### M3 wires

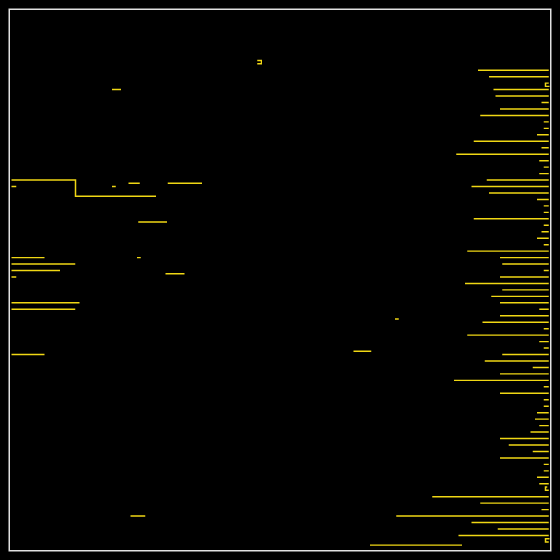
### Logic cells by family

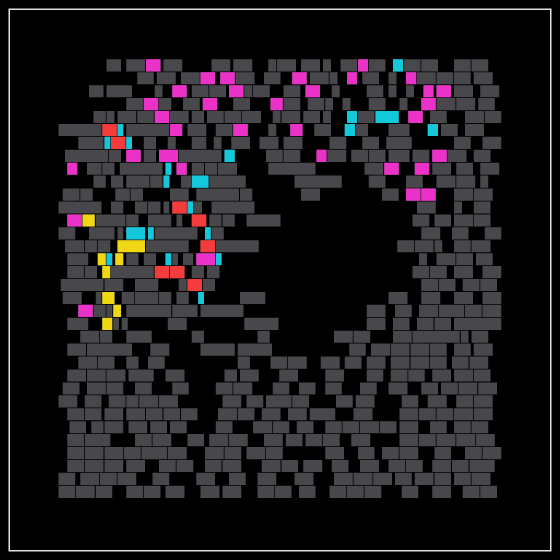
==> src/rtl/user_nmi_arb_pkg.sv <==
// Shared types and sizing helpers for the user-core NMI round-robin arbiter.
package user_nmi_arb_pkg;

    typedef enum logic {
        IDLE = 1'b0,
        BUSY = 1'b1
    } arb_state_t;

    localparam logic [31:0] ERR_RDATA_DEF = 32'hDEAD_BEEF;

    // Index width stays at least one bit so a single-master build still has a port.
    function automatic int idx_w(input int n);
        return (n > 1) ? $clog2(n) : 1;
    endfunction

    function automatic int cnt_w(input int t);
        return (t > 0) ? $clog2(t + 1) : 1;
    endfunction

endpackage

==> src/rtl/nmi_if.sv <==
// Native memory interface bundle: one request channel with a single ready strobe.
interface nmi_if;
    logic        valid;
    logic        ready;
    logic [31:0] addr;
    logic [31:0] wdata;
    logic [3:0]  wstrb;
    logic [31:0] rdata;

    modport master (output valid, addr, wdata, wstrb, input ready, rdata);
    modport slave  (input valid, addr, wdata, wstrb, output ready, rdata);
endinterface

==> src/rtl/user_nmi_rr_pick.sv <==
// Combinational round-robin picker: first request strictly after the last
// granted index, wrapping, found by priority-encoding a doubled request vector.
module user_nmi_rr_pick
    import user_nmi_arb_pkg::*;
#(
    parameter int NUM_MST = 2,
    localparam int IW = idx_w(NUM_MST)
) (
    input  logic [NUM_MST-1:0] req,
    input  logic [IW-1:0]      last,
    output logic [NUM_MST-1:0] grant,
    output logic [IW-1:0]      idx,
    output logic               any
);

    logic [2*NUM_MST-1:0] dbl;
    logic                 found;

    // Lower copy only keeps requests above the last winner; upper copy handles the wrap.
    always_comb begin
        dbl = '0;
        for (int i = 0; i < NUM_MST; i++) begin
            dbl[i]           = req[i] && (i > int'(last));
            dbl[NUM_MST + i] = req[i];
        end
    end

    always_comb begin
        idx   = '0;
        found = 1'b0;
        for (int j = 0; j < 2 * NUM_MST; j++) begin
            if (!found && dbl[j]) begin
                found = 1'b1;
                idx   = (j >= NUM_MST) ? IW'(j - NUM_MST) : IW'(j);
            end
        end
    end

    assign any = |req;

    always_comb begin
        grant = '0;
        for (int i = 0; i < NUM_MST; i++) begin
            grant[i] = any && (idx == IW'(i));
        end
    end

endmodule

==> src/rtl/user_nmi_arbiter.sv <==
// Round-robin arbiter sharing one NMI port between NUM_MST masters, with a
// per-transaction timeout so a hung slave cannot deadlock the requesters.
//   state | meaning
//   IDLE  | no grant held; picker result is registered on any request
//   BUSY  | granted master drives the NMI until ready, timeout or drop of valid
module user_nmi_arbiter
    import user_nmi_arb_pkg::*;
#(
    parameter int          NUM_MST     = 2,
    parameter int          TIMEOUT_CYC = 1024,
    parameter logic [31:0] ERR_RDATA   = ERR_RDATA_DEF
) (
    input  logic                   clk_i,
    input  logic                   rst_n_i,
    input  logic [NUM_MST-1:0]     mst_valid_i,
    output logic [NUM_MST-1:0]     mst_ready_o,
    input  logic [NUM_MST*32-1:0]  mst_addr_i,
    input  logic [NUM_MST*32-1:0]  mst_wdata_i,
    input  logic [NUM_MST*4-1:0]   mst_wstrb_i,
    output logic [31:0]            mst_rdata_o,
    nmi_if.master                  nmi,
    output logic [NUM_MST-1:0]     grant_o,
    output logic                   timeout_o
);

    localparam int            IW      = idx_w(NUM_MST);
    localparam int            CW      = cnt_w(TIMEOUT_CYC);
    localparam bit            TO_EN   = (TIMEOUT_CYC > 0);
    localparam logic [CW-1:0] TC_LAST = TO_EN ? CW'(TIMEOUT_CYC - 1) : '0;

    arb_state_t         state, state_nx;
    logic [NUM_MST-1:0] grant_nx;
    logic [IW-1:0]      idx, idx_nx;
    logic [IW-1:0]      last, last_nx;
    logic [CW-1:0]      cnt, cnt_nx;

    logic [NUM_MST-1:0] pick_grant;
    logic [IW-1:0]      pick_idx;
    logic               pick_any;

    logic               sel_valid;
    logic [31:0]        sel_addr;
    logic [31:0]        sel_wdata;
    logic [3:0]         sel_wstrb;
    logic               nmi_valid;
    logic               tc;

    user_nmi_rr_pick #(.NUM_MST(NUM_MST)) u_pick (
        .req   (mst_valid_i),
        .last  (last),
        .grant (pick_grant),
        .idx   (pick_idx),
        .any   (pick_any)
    );

    always_comb begin
        sel_valid = 1'b0;
        sel_addr  = '0;
        sel_wdata = '0;
        sel_wstrb = '0;
        for (int m = 0; m < NUM_MST; m++) begin
            if (idx == IW'(m)) begin
                sel_valid = mst_valid_i[m];
                sel_addr  = mst_addr_i[32*m +: 32];
                sel_wdata = mst_wdata_i[32*m +: 32];
                sel_wstrb = mst_wstrb_i[4*m +: 4];
            end
        end
    end

    assign nmi.valid = nmi_valid;
    assign nmi.addr  = sel_addr;
    assign nmi.wdata = sel_wdata;
    assign nmi.wstrb = sel_wstrb;

    // Priority in BUSY: dropped valid aborts, then ready, then terminal count.
    always_comb begin
        state_nx    = state;
        grant_nx    = grant_o;
        idx_nx      = idx;
        last_nx     = last;
        cnt_nx      = '0;
        nmi_valid   = 1'b0;
        mst_ready_o = '0;
        mst_rdata_o = nmi.rdata;
        timeout_o   = 1'b0;
        tc          = TO_EN && (cnt == TC_LAST);
        unique case (state)
            IDLE: begin
                if (pick_any) begin
                    state_nx = BUSY;
                    grant_nx = pick_grant;
                    idx_nx   = pick_idx;
                end
            end
            BUSY: begin
                if (!sel_valid) begin
                    state_nx = IDLE;
                    grant_nx = '0;
                end else if (nmi.ready) begin
                    nmi_valid   = 1'b1;
                    mst_ready_o = grant_o;
                    last_nx     = idx;
                    state_nx    = IDLE;
                    grant_nx    = '0;
                end else if (tc) begin
                    mst_ready_o = grant_o;
                    mst_rdata_o = ERR_RDATA;
                    timeout_o   = 1'b1;
                    last_nx     = idx;
                    state_nx    = IDLE;
                    grant_nx    = '0;
                end else begin
                    nmi_valid = 1'b1;
                    cnt_nx    = cnt + 1'b1;
                end
            end
            default: begin
                state_nx = IDLE;
                grant_nx = '0;
            end
        endcase
    end

    always_ff @(posedge clk_i or negedge rst_n_i) begin
        if (!rst_n_i) begin
            state   <= IDLE;
            grant_o <= '0;
            idx     <= '0;
            last    <= IW'(NUM_MST - 1);
            cnt     <= '0;
        end else begin
            state   <= state_nx;
            grant_o <= grant_nx;
            idx     <= idx_nx;
            last    <= last_nx;
            cnt     <= cnt_nx;
        end
    end

endmodule

==> src/flat_wrapper.sv <==
// flat-port wrapper written by rule: the top's interface ports become plain ports
module user_nmi_arbiter_flat import user_nmi_arb_pkg::*;
#(
    parameter int          NUM_MST     = 2,
    parameter int          TIMEOUT_CYC = 1024,
    parameter logic [31:0] ERR_RDATA   = ERR_RDATA_DEF
)
  (clk_i, rst_n_i, mst_valid_i, mst_ready_o, mst_addr_i, mst_wdata_i, mst_wstrb_i, mst_rdata_o, grant_o, timeout_o, nmi_valid, nmi_addr, nmi_wdata, nmi_wstrb, nmi_ready, nmi_rdata);
  nmi_if nmi_i ();
  input  logic clk_i;
  input  logic rst_n_i;
  input  logic [NUM_MST-1:0] mst_valid_i;
  output logic [NUM_MST-1:0] mst_ready_o;
  input  logic [NUM_MST*32-1:0] mst_addr_i;
  input  logic [NUM_MST*32-1:0] mst_wdata_i;
  input  logic [NUM_MST*4-1:0] mst_wstrb_i;
  output logic [31:0] mst_rdata_o;
  output logic [NUM_MST-1:0] grant_o;
  output logic timeout_o;
  output wire logic [$bits(nmi_i.valid)-1:0] nmi_valid;
  output wire logic [$bits(nmi_i.addr)-1:0] nmi_addr;
  output wire logic [$bits(nmi_i.wdata)-1:0] nmi_wdata;
  output wire logic [$bits(nmi_i.wstrb)-1:0] nmi_wstrb;
  input wire logic [$bits(nmi_i.ready)-1:0] nmi_ready;
  input wire logic [$bits(nmi_i.rdata)-1:0] nmi_rdata;
  assign nmi_valid = nmi_i.valid;
  assign nmi_addr = nmi_i.addr;
  assign nmi_wdata = nmi_i.wdata;
  assign nmi_wstrb = nmi_i.wstrb;
  assign nmi_i.ready = nmi_ready;
  assign nmi_i.rdata = nmi_rdata;
  user_nmi_arbiter #(.NUM_MST(NUM_MST), .TIMEOUT_CYC(TIMEOUT_CYC), .ERR_RDATA(ERR_RDATA)) u_core (.clk_i(clk_i), .rst_n_i(rst_n_i), .mst_valid_i(mst_valid_i), .mst_ready_o(mst_ready_o), .mst_addr_i(mst_addr_i), .mst_wdata_i(mst_wdata_i), .mst_wstrb_i(mst_wstrb_i), .mst_rdata_o(mst_rdata_o), .nmi(nmi_i), .grant_o(grant_o), .timeout_o(timeout_o));
endmodule
==> config.mk <==
export PLATFORM = sky130hd
export DESIGN_NAME = user_nmi_arbiter_flat
export DESIGN_NICKNAME = d
export VERILOG_FILES = /design/src/rtl/user_nmi_arb_pkg.sv /design/src/rtl/nmi_if.sv /design/src/rtl/user_nmi_rr_pick.sv /design/src/rtl/user_nmi_arbiter.sv /design/src/flat_wrapper.sv
export SDC_FILE = /design/constraint.sdc
export NUM_CORES = 1
export LEC_CHECK = 0
export CAP_MARGIN = 20
export CORE_MARGIN = 10
export CORE_UTILIZATION = 21
export CTS_CLUSTER_DIAMETER = 40
export DETAILED_ROUTE_END_ITERATION = 10
export PLACE_DENSITY = 0.74
export SYNTH_ARGS = -nofsm -noshare
export SYNTH_HDL_FRONTEND = slang
export SYNTH_SLANG_ARGS = --single-unit
==> constraint.sdc <==
create_clock -name clk_i -period 2 [get_ports clk_i]
set_clock_uncertainty 0.15 [all_clocks]
set_input_delay 0.6 -clock clk_i [delete_from_list [all_inputs] [get_ports clk_i]]
set_output_delay 0.6 -clock clk_i [all_outputs]
set_load 0.01 [all_outputs]
==> results.txt <==
run metrics: status=finished with violations, failing checks=negative setup slack, Clock Tree Root=clkbuf_8, fin cells=626, Final Worst Setup Slack=-0.635 ns, initial antenna violation count=0, post-synth top area cell=mux2_2, # setup viols final=104, WS Path Type=register to primary output, Hold Path Origin=u_core.grant_o[0], hpwl dp=11300 µm, sequential fraction of the synthesis area=21.8%, Synth Flop Type=dfrtp_1, Mapped Avg Cell Area=9.85 µm², Synth Area in XOR/XNOR=3.80%, Slew headroom=85.1%, global route total overflow=0, final-layout fill cell count=706, placed cells=592, Syn Nets=361, DRT Wirelength=13800 µm, Multiplexer share=43.0%, worst hold endpoint=u_core.grant_o[0], max-cap viol count=0, Die Ht=114 µm, # nets final=693, final slew viol count=0, yosys adder share=0.679%, total power=4380 µW, Pre-Place Util=21.3%, Yosys cell types=35, chip footprint=0.0129 mm², CTS sink count=16, Max clock buf depth=2, Max stage delay on crit path=0.41 ns, cell count in the Yosys report=187, Worst Tran Pin Value=0.223 ns, AND-OR/OR-AND share of the synthesized area=3.19%
-- 'M3 wires' (at the start) --
- nets with wire on the layer: 90
- share of all routed wire: 5.1%

-- 'Logic cells by family' (at the start) --
- red: XOR/XNOR gates (cells 8; most used xor2_1)
- magenta: AND and OR gates (cells 34; most used or2_4)
- cyan: NOR gates (cells 20; most used nor2_1)
- yellow: inverting AOI/OAI gates (cells 8; most used o21ai_0; where west)

==> through the flow <==
stage	instance area, µm²	TNS, ns	utilization, %	setup slack (ns)
after floorplan	1910	-4.11	-	-0.141
after global placement	5010	-73.60	58.0	-1.09
after detailed placement	5010	-75.25	58.0	-1.12
after CTS	5330	-45.91	61.7	-0.628
after global routing	5500	-46.54	63.7	-0.715
final	5500	-41.59	63.7	-0.635
==> repair_timing <==
action / CTS / global route
gates resized: 446 / 103
buffers inserted: 17 / 11
setup endpoints to repair: 104 / 106
cloned: 6 / 1
pin swaps: 8 / 7
==> power by group <==
part | total (µW) | switching, µW | internal (µW) | leakage [µW]
clock network | 299 | 124 | 175 | 0.0000288
registers | 422 | 41.3 | 381 | 0.000212
logic | 3660 | 1340 | 2330 | 0.00227
total | 4380 | 1500 | 2880 | 0.00251
==> cells in the final DEF, fill, tap and decap left out, types with 5 or more instances in the layout <==
cell type	instances
clkdlybuf4s50_1	165
nand2_1	5
or2_1	5
mux2_4	10
dfrtp_1	14
buf_4	43
buf_2	14
mux2_2	59
nor2_1	12
xor2_1	6
or2_4	19
clkbuf_2	8
buf_6	88
nor2b_1	5
==> worst max path at each step <==
stage | from | end | depth (start not counted)
final | u_core.idx | mst_rdata_o[21] | 8
after global routing | u_core.idx | mst_rdata_o[14] | 8
after CTS | u_core.idx | mst_rdata_o[21] | 8
after detailed placement | mst_valid_i[1] | mst_rdata_o[21] | 7
after global placement | mst_valid_i[0] | mst_rdata_o[14] | 7
after floorplan | mst_valid_i[0] | mst_rdata_o[18] | 5
==> state kept, by name, indices dropped and copies added, names as in the netlist <==
| name | cells |
|---|---|
| u_core.idx | 1 |
| u_core.state | 1 |
| u_core.last | 1 |
| u_core.cnt | 11 |
| u_core.grant_o | 2 |
==> per-layer routing <==
| layer | GRT usage (%) | up-vias | wire (µm) |
|---|---|---|---|
| li1 | - | 1313 | - |
| met1 | 21.0 | 1306 | 5120 |
| met2 | 38.7 | 98 | 7830 |
| met3 | 4.09 | 9 | 707 |
| met4 | 2.71 | 0 | 118 |
| met5 | 0 | - | 0 |
==> kinds of logic after synthesis <==
group                    Yosys count
AND/OR/NAND/NOR                   67
AND-OR/OR-AND                      9
buffers and inverters             16
multiplexers                      70
XOR/XNOR                           8
flip-flops                        16
adder cells (fa/ha/maj)            1
==> area by class of cell <==
class | count | area share [%]
sequential | 16 | 7.33
clock buffer | 4 | 1.00
timing repair buffer | 340 | 62.4
tap | 108 | 2.46
multi-input combinational | 155 | 26.6
inverter | 3 | 0.205
No activity file was given, so power comes from the tool's default toggle rates.
